`src/rtl/dmem_port_arbiter_if.sv`:
```
// Bus bundle between the data-memory port arbiter and its surroundings:
// CPU load/store port, debug access path and the single memory port.
interface dmem_port_arbiter_if #(
    parameter int DEPTH = 1024
) ();
    localparam int ADDR_BITS = $clog2(DEPTH);

    logic                 cpu_enable;
    logic                 cpu_mem_read;
    logic                 cpu_mem_write;
    logic [31:0]          cpu_addr;
    logic [31:0]          cpu_wdata;
    logic [31:0]          cpu_rdata;
    logic                 cpu_stall;

    logic                 dbg_req;
    logic                 dbg_rw;
    logic [8:0]           dbg_addr;
    logic [31:0]          dbg_wdata;
    logic                 dbg_busy;
    logic                 dbg_resp_valid;
    logic [41:0]          dbg_resp_data;

    logic [ADDR_BITS-1:0] mem_addr;
    logic [31:0]          mem_wdata;
    logic                 mem_we;
    logic                 mem_re;
    logic [31:0]          mem_rdata;
    logic                 init_done;

    // Requesters and the memory itself
    modport master (
        output cpu_enable, cpu_mem_read, cpu_mem_write, cpu_addr, cpu_wdata,
        input  cpu_rdata, cpu_stall,
        output dbg_req, dbg_rw, dbg_addr, dbg_wdata,
        input  dbg_busy, dbg_resp_valid, dbg_resp_data,
        input  mem_addr, mem_wdata, mem_we, mem_re, init_done,
        output mem_rdata
    );

    // The arbiter
    modport slave (
        input  cpu_enable, cpu_mem_read, cpu_mem_write, cpu_addr, cpu_wdata,
        output cpu_rdata, cpu_stall,
        input  dbg_req, dbg_rw, dbg_addr, dbg_wdata,
        output dbg_busy, dbg_resp_valid, dbg_resp_data,
        output mem_addr, mem_wdata, mem_we, mem_re, init_done,
        input  mem_rdata
    );
endinterface

```
`src/rtl/dmem_port_arbiter.sv`:
```
// Shares the single data-memory port between the CPU MEM stage and the debug
// path; zero-fills memory after reset, then favours the CPU with bounded starvation.
module dmem_port_arbiter #(
    parameter int DEPTH        = 1024,
    parameter int STARVE_LIMIT = 8
) (
    input  logic               clk,
    input  logic               reset,
    dmem_port_arbiter_if.slave bus
);
    localparam int ADDR_BITS = $clog2(DEPTH);
    localparam int WAIT_BITS = $clog2(STARVE_LIMIT + 1);
    localparam logic [WAIT_BITS-1:0] WAIT_MAX  = WAIT_BITS'(STARVE_LIMIT);
    localparam logic [ADDR_BITS-1:0] LAST_ADDR = ADDR_BITS'(DEPTH - 1);

    typedef enum logic [0:0] {
        ST_CLEAR = 1'b0,
        ST_RUN   = 1'b1
    } state_e;

    state_e               state_q;
    logic [ADDR_BITS-1:0] clr_ptr_q;
    logic [ADDR_BITS-1:0] clr_ptr_d;
    logic                 pend_q;
    logic                 pend_rw_q;
    logic [8:0]           pend_addr_q;
    logic [31:0]          pend_wdata_q;
    logic [WAIT_BITS-1:0] wait_cnt_q;
    logic [WAIT_BITS-1:0] wait_cnt_d;
    logic                 init_done_q;
    logic                 resp_valid_q;
    logic [41:0]          resp_data_q;

    logic                 running_s;
    logic                 cpu_access_s;
    logic                 dbg_serve_s;
    logic                 accept_s;
    logic [ADDR_BITS-1:0] cpu_idx_s;
    logic [ADDR_BITS-1:0] dbg_idx_s;
    logic                 unused_s;

    // Byte-offset bits and bits above the memory range are intentionally dropped
    assign unused_s = ^{bus.cpu_addr[31:ADDR_BITS+2], bus.cpu_addr[1:0]};

    // Port ownership decision and next-value helpers
    always_comb begin
        running_s    = (state_q == ST_RUN);
        cpu_access_s = bus.cpu_mem_read | bus.cpu_mem_write;
        cpu_idx_s    = bus.cpu_addr[ADDR_BITS+1:2];
        dbg_idx_s    = ADDR_BITS'(pend_addr_q);
        dbg_serve_s  = running_s & pend_q &
                       (~bus.cpu_enable | ~cpu_access_s | (wait_cnt_q == WAIT_MAX));
        accept_s     = running_s & ~pend_q & bus.dbg_req;
        clr_ptr_d    = clr_ptr_q + 1'b1;
        if (wait_cnt_q == WAIT_MAX) begin
            wait_cnt_d = wait_cnt_q;
        end else begin
            wait_cnt_d = wait_cnt_q + 1'b1;
        end
    end

    // Memory port mux and CPU-side handshake outputs
    always_comb begin
        bus.mem_addr  = '0;
        bus.mem_wdata = 32'h0000_0000;
        bus.mem_we    = 1'b0;
        bus.mem_re    = 1'b0;
        bus.cpu_rdata = 32'h0000_0000;
        bus.cpu_stall = 1'b1;
        if (!running_s) begin
            bus.mem_addr  = clr_ptr_q;
            bus.mem_we    = 1'b1;
        end else if (dbg_serve_s) begin
            // A steal cycle stalls only a CPU that actually wanted the port
            bus.mem_addr  = dbg_idx_s;
            bus.mem_wdata = pend_wdata_q;
            bus.mem_we    = pend_rw_q;
            bus.mem_re    = ~pend_rw_q;
            bus.cpu_stall = bus.cpu_enable & cpu_access_s;
        end else begin
            bus.mem_addr  = cpu_idx_s;
            bus.mem_wdata = bus.cpu_wdata;
            bus.mem_we    = bus.cpu_mem_write;
            bus.mem_re    = bus.cpu_mem_read & ~bus.cpu_mem_write;
            bus.cpu_rdata = (bus.cpu_mem_read & ~bus.cpu_mem_write) ? bus.mem_rdata : 32'h0000_0000;
            bus.cpu_stall = 1'b0;
        end
        bus.dbg_busy = ~running_s | pend_q;
    end

    assign bus.init_done      = init_done_q;
    assign bus.dbg_resp_valid = resp_valid_q;
    assign bus.dbg_resp_data  = resp_data_q;

    // Sequencer: zero-fill, debug slot, starvation counter and response register
    always_ff @(posedge clk) begin
        if (reset) begin
            state_q      <= ST_CLEAR;
            clr_ptr_q    <= '0;
            pend_q       <= 1'b0;
            pend_rw_q    <= 1'b0;
            pend_addr_q  <= 9'd0;
            pend_wdata_q <= 32'h0000_0000;
            wait_cnt_q   <= '0;
            init_done_q  <= 1'b0;
            resp_valid_q <= 1'b0;
            resp_data_q  <= 42'd0;
        end else begin
            case (state_q)
                ST_CLEAR: begin
                    clr_ptr_q <= clr_ptr_d;
                    if (clr_ptr_q == LAST_ADDR) begin
                        state_q     <= ST_RUN;
                        init_done_q <= 1'b1;
                    end
                end
                ST_RUN: begin
                    resp_valid_q <= dbg_serve_s;
                    if (dbg_serve_s) begin
                        resp_data_q <= {pend_rw_q, pend_addr_q,
                                        pend_rw_q ? pend_wdata_q : bus.mem_rdata};
                        pend_q      <= 1'b0;
                    end else if (pend_q) begin
                        wait_cnt_q <= wait_cnt_d;
                    end
                    if (accept_s) begin
                        pend_q       <= 1'b1;
                        pend_rw_q    <= bus.dbg_rw;
                        pend_addr_q  <= bus.dbg_addr;
                        pend_wdata_q <= bus.dbg_wdata;
                        wait_cnt_q   <= '0;
                    end
                end
                default: begin
                    state_q <= ST_CLEAR;
                end
            endcase
        end
    end
endmodule
```
`src/flat_wrapper.sv`:
```
// flat-port wrapper written by rule: the top's interface ports become plain ports
module dmem_port_arbiter_flat 
#(
    parameter int DEPTH        = 1024,
    parameter int STARVE_LIMIT = 8
)
  (clk, reset, bus_cpu_enable, bus_cpu_mem_read, bus_cpu_mem_write, bus_cpu_addr, bus_cpu_wdata, bus_cpu_rdata, bus_cpu_stall, bus_dbg_req, bus_dbg_rw, bus_dbg_addr, bus_dbg_wdata, bus_dbg_busy, bus_dbg_resp_valid, bus_dbg_resp_data, bus_mem_addr, bus_mem_wdata, bus_mem_we, bus_mem_re, bus_init_done, bus_mem_rdata);
  dmem_port_arbiter_if #(.DEPTH(DEPTH)) bus_i ();
  input  logic clk;
  input  logic reset;
  input wire logic [$bits(bus_i.cpu_enable)-1:0] bus_cpu_enable;
  input wire logic [$bits(bus_i.cpu_mem_read)-1:0] bus_cpu_mem_read;
  input wire logic [$bits(bus_i.cpu_mem_write)-1:0] bus_cpu_mem_write;
  input wire logic [$bits(bus_i.cpu_addr)-1:0] bus_cpu_addr;
  input wire logic [$bits(bus_i.cpu_wdata)-1:0] bus_cpu_wdata;
  output wire logic [$bits(bus_i.cpu_rdata)-1:0] bus_cpu_rdata;
  output wire logic [$bits(bus_i.cpu_stall)-1:0] bus_cpu_stall;
  input wire logic [$bits(bus_i.dbg_req)-1:0] bus_dbg_req;
  input wire logic [$bits(bus_i.dbg_rw)-1:0] bus_dbg_rw;
  input wire logic [$bits(bus_i.dbg_addr)-1:0] bus_dbg_addr;
  input wire logic [$bits(bus_i.dbg_wdata)-1:0] bus_dbg_wdata;
  output wire logic [$bits(bus_i.dbg_busy)-1:0] bus_dbg_busy;
  output wire logic [$bits(bus_i.dbg_resp_valid)-1:0] bus_dbg_resp_valid;
  output wire logic [$bits(bus_i.dbg_resp_data)-1:0] bus_dbg_resp_data;
  output wire logic [$bits(bus_i.mem_addr)-1:0] bus_mem_addr;
  output wire logic [$bits(bus_i.mem_wdata)-1:0] bus_mem_wdata;
  output wire logic [$bits(bus_i.mem_we)-1:0] bus_mem_we;
  output wire logic [$bits(bus_i.mem_re)-1:0] bus_mem_re;
  output wire logic [$bits(bus_i.init_done)-1:0] bus_init_done;
  input wire logic [$bits(bus_i.mem_rdata)-1:0] bus_mem_rdata;
  assign bus_i.cpu_enable = bus_cpu_enable;
  assign bus_i.cpu_mem_read = bus_cpu_mem_read;
  assign bus_i.cpu_mem_write = bus_cpu_mem_write;
  assign bus_i.cpu_addr = bus_cpu_addr;
  assign bus_i.cpu_wdata = bus_cpu_wdata;
  assign bus_cpu_rdata = bus_i.cpu_rdata;
  assign bus_cpu_stall = bus_i.cpu_stall;
  assign bus_i.dbg_req = bus_dbg_req;
  assign bus_i.dbg_rw = bus_dbg_rw;
  assign bus_i.dbg_addr = bus_dbg_addr;
  assign bus_i.dbg_wdata = bus_dbg_wdata;
  assign bus_dbg_busy = bus_i.dbg_busy;
  assign bus_dbg_resp_valid = bus_i.dbg_resp_valid;
  assign bus_dbg_resp_data = bus_i.dbg_resp_data;
  assign bus_mem_addr = bus_i.mem_addr;
  assign bus_mem_wdata = bus_i.mem_wdata;
  assign bus_mem_we = bus_i.mem_we;
  assign bus_mem_re = bus_i.mem_re;
  assign bus_init_done = bus_i.init_done;
  assign bus_i.mem_rdata = bus_mem_rdata;
  dmem_port_arbiter #(.DEPTH(DEPTH), .STARVE_LIMIT(STARVE_LIMIT)) u_core (.clk(clk), .reset(reset), .bus(bus_i));
endmodule
```
`config.mk`:
```
export PLATFORM = sky130hd
export DESIGN_NAME = dmem_port_arbiter_flat
export DESIGN_NICKNAME = d
export VERILOG_FILES = /design/src/rtl/dmem_port_arbiter_if.sv /design/src/rtl/dmem_port_arbiter.sv /design/src/flat_wrapper.sv
export SDC_FILE = /design/constraint.sdc
export NUM_CORES = 1
export LEC_CHECK = 0
export CORE_MARGIN = 2
export CORE_UTILIZATION = 42
export DETAILED_ROUTE_END_ITERATION = 7
export PLACE_DENSITY = 0.85
export SLEW_MARGIN = 20
export SYNTH_ARGS = -nofsm -noshare
export SYNTH_HDL_FRONTEND = slang
export SYNTH_SLANG_ARGS = --single-unit
```
`constraint.sdc`:
```
create_clock -name clk -period 2.1 [get_ports clk]
set_input_delay 0.315 -clock clk [delete_from_list [all_inputs] [get_ports clk]]
set_output_delay 0.315 -clock clk [all_outputs]
set_load 0.01 [all_outputs]
```
sizing.png
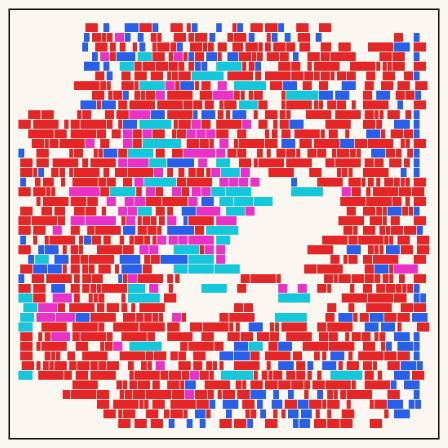
Magenta marks x3 and x4, cells 75. Red marks x1 and smaller, cells 705. Cyan marks x6 and larger, cells 46. Blue marks x2, cells 149.
post-route standard cell area excluding fillers: 9080 um^2
nonclk buf count: 328

class_map.png
Bar = 20 um.
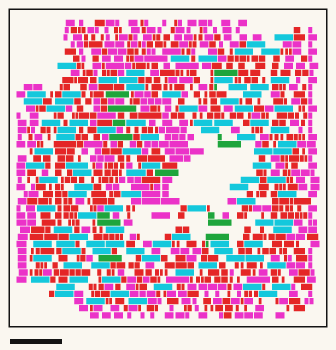
Magenta marks remaining buffers and delay cells, cells 328, share of their area 34%. Green marks clock drivers and dummy loads, cells 16, share of their area 3.4%. Red marks remaining logic cells, cells 529, share of their area 40%. Cyan marks registers, cells 102, share of their area 23%.
final cell utilization of the core: 0.686
row count: 42
share of the final layout cell area in sequential cells: 0.226

port_trees.png
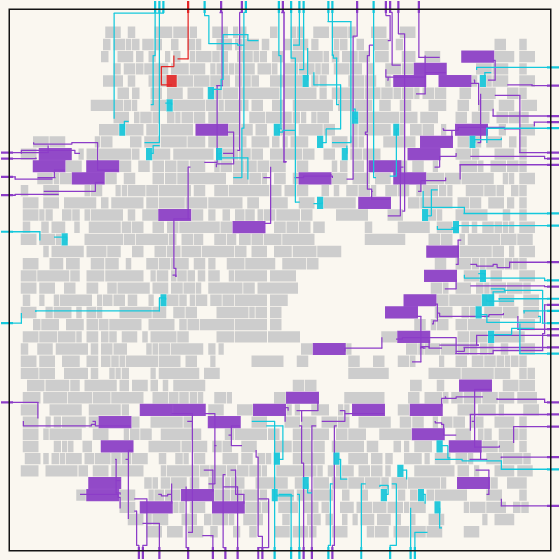
Red marks bus_mem_re, bits 1, direction output, end cells 1, buffers 1, wire 24.5 um. Purple marks bus_dbg_resp_data, bits 42, direction output, end cells 42, buffers 42, wire 1370 um. Cyan marks bus_dbg_wdata, bits 32, direction input, end cells 32, buffers 32, wire 907 um.

route_heat.png
Bar = 20 um. 24 x 24 tiles, from dark purple (low) to yellow (high), scaled to the fullest tile. Values are wire area over tile area, all layers added.
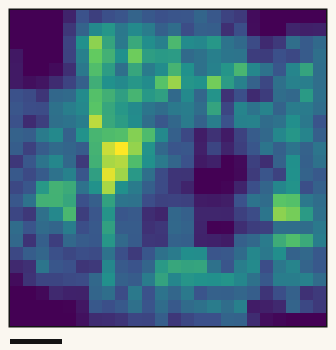
The fullest tile reaches 0.77. 8.5% of the tiles are nearly empty. The emptiest ninth of the die: bottom left. The mean over all tiles is 0.25. 16% of the tiles are over half the peak.
global-route total usage across every layer: 0.279
Routed Wire Length: 21.8 mm
routed length per instance: 19.0 um

==> tab_implementation.tex <==
% Synthesis and place-and-route results
\begin{tabular}{lr}
\hline
Metric & Value \\
\hline
\multicolumn{2}{l}{\textbf{Worst setup path}} \\
\quad Worst Path Max Fanout & 5 \\
\quad Buffer and inverter count on the worst path & 4 \\
\quad Type of the worst setup path & reg -> out \\
\quad Cell count along the critical path & 8 \\
\quad Crit. Startpoint & u\_core.wait\_cnt\_q[0] \\
\quad Critical Path, Cell by Cell & inv\_2 > ha\_4 > and3b\_2 > buf\_6 > buf\_4 > o211ai\_1 > o311ai\_2 > buf\_2 \\
\quad Worst reg2reg startpoint & u\_core.wait\_cnt\_q[0] \\
\quad Path depth of the worst reg2reg path & 8 \\
\quad Category of cells accounting for the largest share of critical-path delay & buffers and inverters \\
\quad Worst R2R End & u\_core.wait\_cnt\_q[2] \\
\quad Arr. time, crit path & 1.98 ns \\
\quad Setup slack of the most critical reg-to-reg path & 0.11 ns \\
\quad Kind of end point of the critical path & primary output \\
\quad Startpoint type of the worst setup path & flop \\
\quad Endpoint required time on the critical path & approximately 1.8 ns \\
\quad Largest stage delay on the critical path & 0.34 ns \\
\quad Critical Path Sink & bus\_mem\_addr[8] \\
\quad Critical-path top delay cell & sky130\_fd\_sc\_hd\_\_dfxtp\_2 \\
\multicolumn{2}{l}{\textbf{Placement}} \\
\quad Weighted congestion at the end of routability-driven global placement & 0.873 \\
\quad Pre-CTS setup slack & -0.553 ns \\
\quad Number of port buffers & 243 \\
\quad Placed Instance Area & 8580 um\^{}2 \\
\quad DP Cell Count & 1110 \\
\quad HPWL Detailed & 14.7 mm \\
\multicolumn{2}{l}{\textbf{CTS}} \\
\quad Post-CTS resize count & 350 \\
\quad Post-CTS Setup Bufs & 17 \\
\quad Number of H-tree levels & 3 \\
\quad Clock buffer count from CTS & 9 \\
\quad Number of hold-repair buffers added at the cts stage & 0 \\
\quad CTS tree & yes \\
\quad Worst skew pair latency & 0.35 ns \\
\quad Deepest clock path buffer count & 2 \\
\quad Clock-pin slew reported for the worst setup and hold paths after clock tree synthesis & $\sim$0.070 ns \\
\quad CTS root buffer & sky130\_fd\_sc\_hd\_\_clkbuf\_16 \\
\quad Number of clock sinks seen by CTS & 102 \\
\multicolumn{2}{l}{\textbf{Layout}} \\
\quad Layout cell share with drive strength beyond 1 & 0.277 \\
\quad Number of clock buffers in the layout & 13 \\
\quad Layout Cells excl Fill & approximately 1200 \\
\quad Max FFs per register & 42 \\
\quad \# fillers & 1067 \\
\quad Count of inserted antenna diode cells & 0 \\
\quad Logic area & about 3400 um\^{}2 \\
\quad Fraction of area in non-clock buffers & 0.328 \\
\quad MI comb cells & 489 \\
\quad Synth-to-layout area growth & 59.1\% \\
\quad Largest area class, layout & logic gates \\
\quad Nonclk inv count & 40 \\
\quad Number of nets at the end of the flow & 1117 \\
\quad Clock network area share & 0.0333 \\
\quad Flops & 102 \\
\multicolumn{2}{l}{\textbf{Synth}} \\
\quad Number of synthesis warnings & 0 \\
\quad Mux share & 0.108 \\
\quad Area of the mapped netlist & 5710 um\^{}2 \\
\quad Aoi share & 0.238 \\
\quad Number of cell instances after yosys synthesis & roughly 700 \\
\quad Post-synth tally of flip-flops with integrated enable & 0 \\
\quad Top cells, area & sky130\_fd\_sc\_hd\_\_dfxtp\_1 36\%, sky130\_fd\_sc\_hd\_\_mux2\_2 8.7\%, sky130\_fd\_sc\_hd\_\_a211oi\_1 8.5\%, sky130\_fd\_sc\_hd\_\_nand2\_1 8.2\%, sky130\_fd\_sc\_hd\_\_o211ai\_1 4.9\% \\
\quad Synth Register Bits & 102 \\
\quad Top-count cell post-synth & sky130\_fd\_sc\_hd\_\_nand2\_1 \\
\quad Top area contributor share & 0.358 \\
\quad Simple-gate share of the synthesized area & 0.198 \\
\quad Sequential share of the synthesized area & 0.358 \\
\quad Number of different library cells in the post-synthesis netlist & 47 \\
\quad Commonest flop & sky130\_fd\_sc\_hd\_\_dfxtp\_1 \\
\quad Commonest cells in the netlist & 125 x sky130\_fd\_sc\_hd\_\_nand2\_1, 102 x sky130\_fd\_sc\_hd\_\_dfxtp\_1, 65 x sky130\_fd\_sc\_hd\_\_a211oi\_1, 50 x sky130\_fd\_sc\_hd\_\_a21oi\_1, 44 x sky130\_fd\_sc\_hd\_\_mux2\_2 \\
\quad Area share of xor/xnor cells in the synthesized design & 0.00614 \\
\quad Post-synth top area cell & sky130\_fd\_sc\_hd\_\_dfxtp\_1 \\
\quad Synth Instances & 701 \\
\quad Mean instance size in the synthesized netlist & between 8 and 9 um\^{}2 \\
\quad Prevailing logic family in the synthesized netlist & AND-OR/OR-AND gates \\
\quad Synthesized net count & 848 \\
\multicolumn{2}{l}{\textbf{Pwr}} \\
\quad Power in sequential cells & 1.94 mW \\
\quad Clock Power & 1.72 mW \\
\quad Total net switching power & 891 uW \\
\quad Worst supply voltage drop on vdd & $\sim$0.00033 V \\
\quad Switching share of total power & 0.217 \\
\quad Clock share of power & 0.419 \\
\quad Cell Int Power & 3.21 mW \\
\quad Pleak & 3.32 nW \\
\quad Final total power & between 4 and 5 mW \\
\quad Combinational group share of total power & 0.107 \\
\quad Pwr/cell area & 451 nW/um\^{}2 \\
\quad Sequential share of power & 0.474 \\
\quad Top pwr grp & sequential cells \\
\quad Comb pwr & 439 uW \\
\multicolumn{2}{l}{\textbf{Drt}} \\
\quad M1 wire length & 8.83 mm \\
\quad Sum of met2 wire segment lengths after detailed routing & 10.6 mm \\
\quad Met3 wirelength from detailed routing & 1.80 mm \\
\quad Residual DRC count & 0 \\
\quad Routed Antenna Nets & 0 \\
\quad Total vias in the final route & 6415 \\
\quad 1st-iter DRT viols & 524 \\
\quad Via/cell ratio & 5.57 \\
\multicolumn{2}{l}{\textbf{Floorplanning}} \\
\quad Placeable core region & between 10000 and 15000 um\^{}2 \\
\quad Number of placed I/O pins & 266 \\
\quad Overall chip area & 14500 um\^{}2 \\
\quad Inserted tap cell count & between 150 and 200 \\
\quad Die X & 121 um \\
\quad Floorplan Utilization & 0.431 \\
\multicolumn{2}{l}{\textbf{Status}} \\
\quad Outcome & complete, but fails checks \\
\quad Violated checks & setup timing \\
\multicolumn{2}{l}{\textbf{Global routing}} \\
\quad Grt peak-use layer & met2 \\
\quad Pin count of the biggest net entering global routing & about 57 \\
\quad GR Overflow Total & 0 \\
\quad M1 GR Usage & 0.344 \\
\quad Vias in the first global route & around 6000 \\
\quad Met2 track demand over resource & 0.486 \\
\quad Global-route wire length before repair & between 30 and 40 mm \\
\quad Met3 Usage GRT & 0.0528 \\
\quad Initial antenna violation count & 0 \\
\multicolumn{2}{l}{\textbf{STA}} \\
\quad Crit path setup slack, layout & -0.193 ns \\
\quad Final Setup Violations & about 47 \\
\quad Final Hold Violation Tally & 0 \\
\quad Unrepaired setup endpoints after global routing & yes \\
\quad Tightest Pin Transition & 0.514 ns \\
\quad Max Fclk & 0.436 GHz \\
\quad Tcrit/Tclk final & 1.09 \\
\quad Clock tree skew after final layout & 0.00861 ns \\
\quad Worst max-slew margin expressed relative to the limit & 0.657 \\
\quad Min cycle time layout & 2.29 ns \\
\multicolumn{2}{l}{\textbf{Min path}} \\
\quad Launch instance of the worst min-delay path & reset \\
\quad Hold worst-path end & u\_core.clr\_ptr\_q[0] \\
\quad Cell count of the worst hold path & 2 \\
\multicolumn{2}{l}{\textbf{Job}} \\
\quad Warning total across the stage logs & 51 \\
\quad Max Cap Violations & 0 \\
\hline
\end{tabular}
## placed cells by master (no fill, tap or decap), types with 25 or more instances in the layout
| cell type | Yosys | final |
|---|---|---|
| sky130_fd_sc_hd__o21ai_1 | 0 | 25 |
| sky130_fd_sc_hd__nand2_1 | 125 | 125 |
| sky130_fd_sc_hd__inv_1 | 39 | 37 |
| sky130_fd_sc_hd__clkdlybuf4s50_1 | 0 | 161 |
| sky130_fd_sc_hd__buf_4 | 10 | 57 |
| sky130_fd_sc_hd__o211ai_1 | 37 | 37 |
| sky130_fd_sc_hd__buf_2 | 27 | 57 |
| sky130_fd_sc_hd__a211oi_1 | 65 | 65 |
| sky130_fd_sc_hd__dfxtp_1 | 102 | 98 |
| sky130_fd_sc_hd__mux2_2 | 44 | 39 |
| sky130_fd_sc_hd__a21oi_1 | 50 | 50 |
Power is estimated from default activity; no workload was simulated.
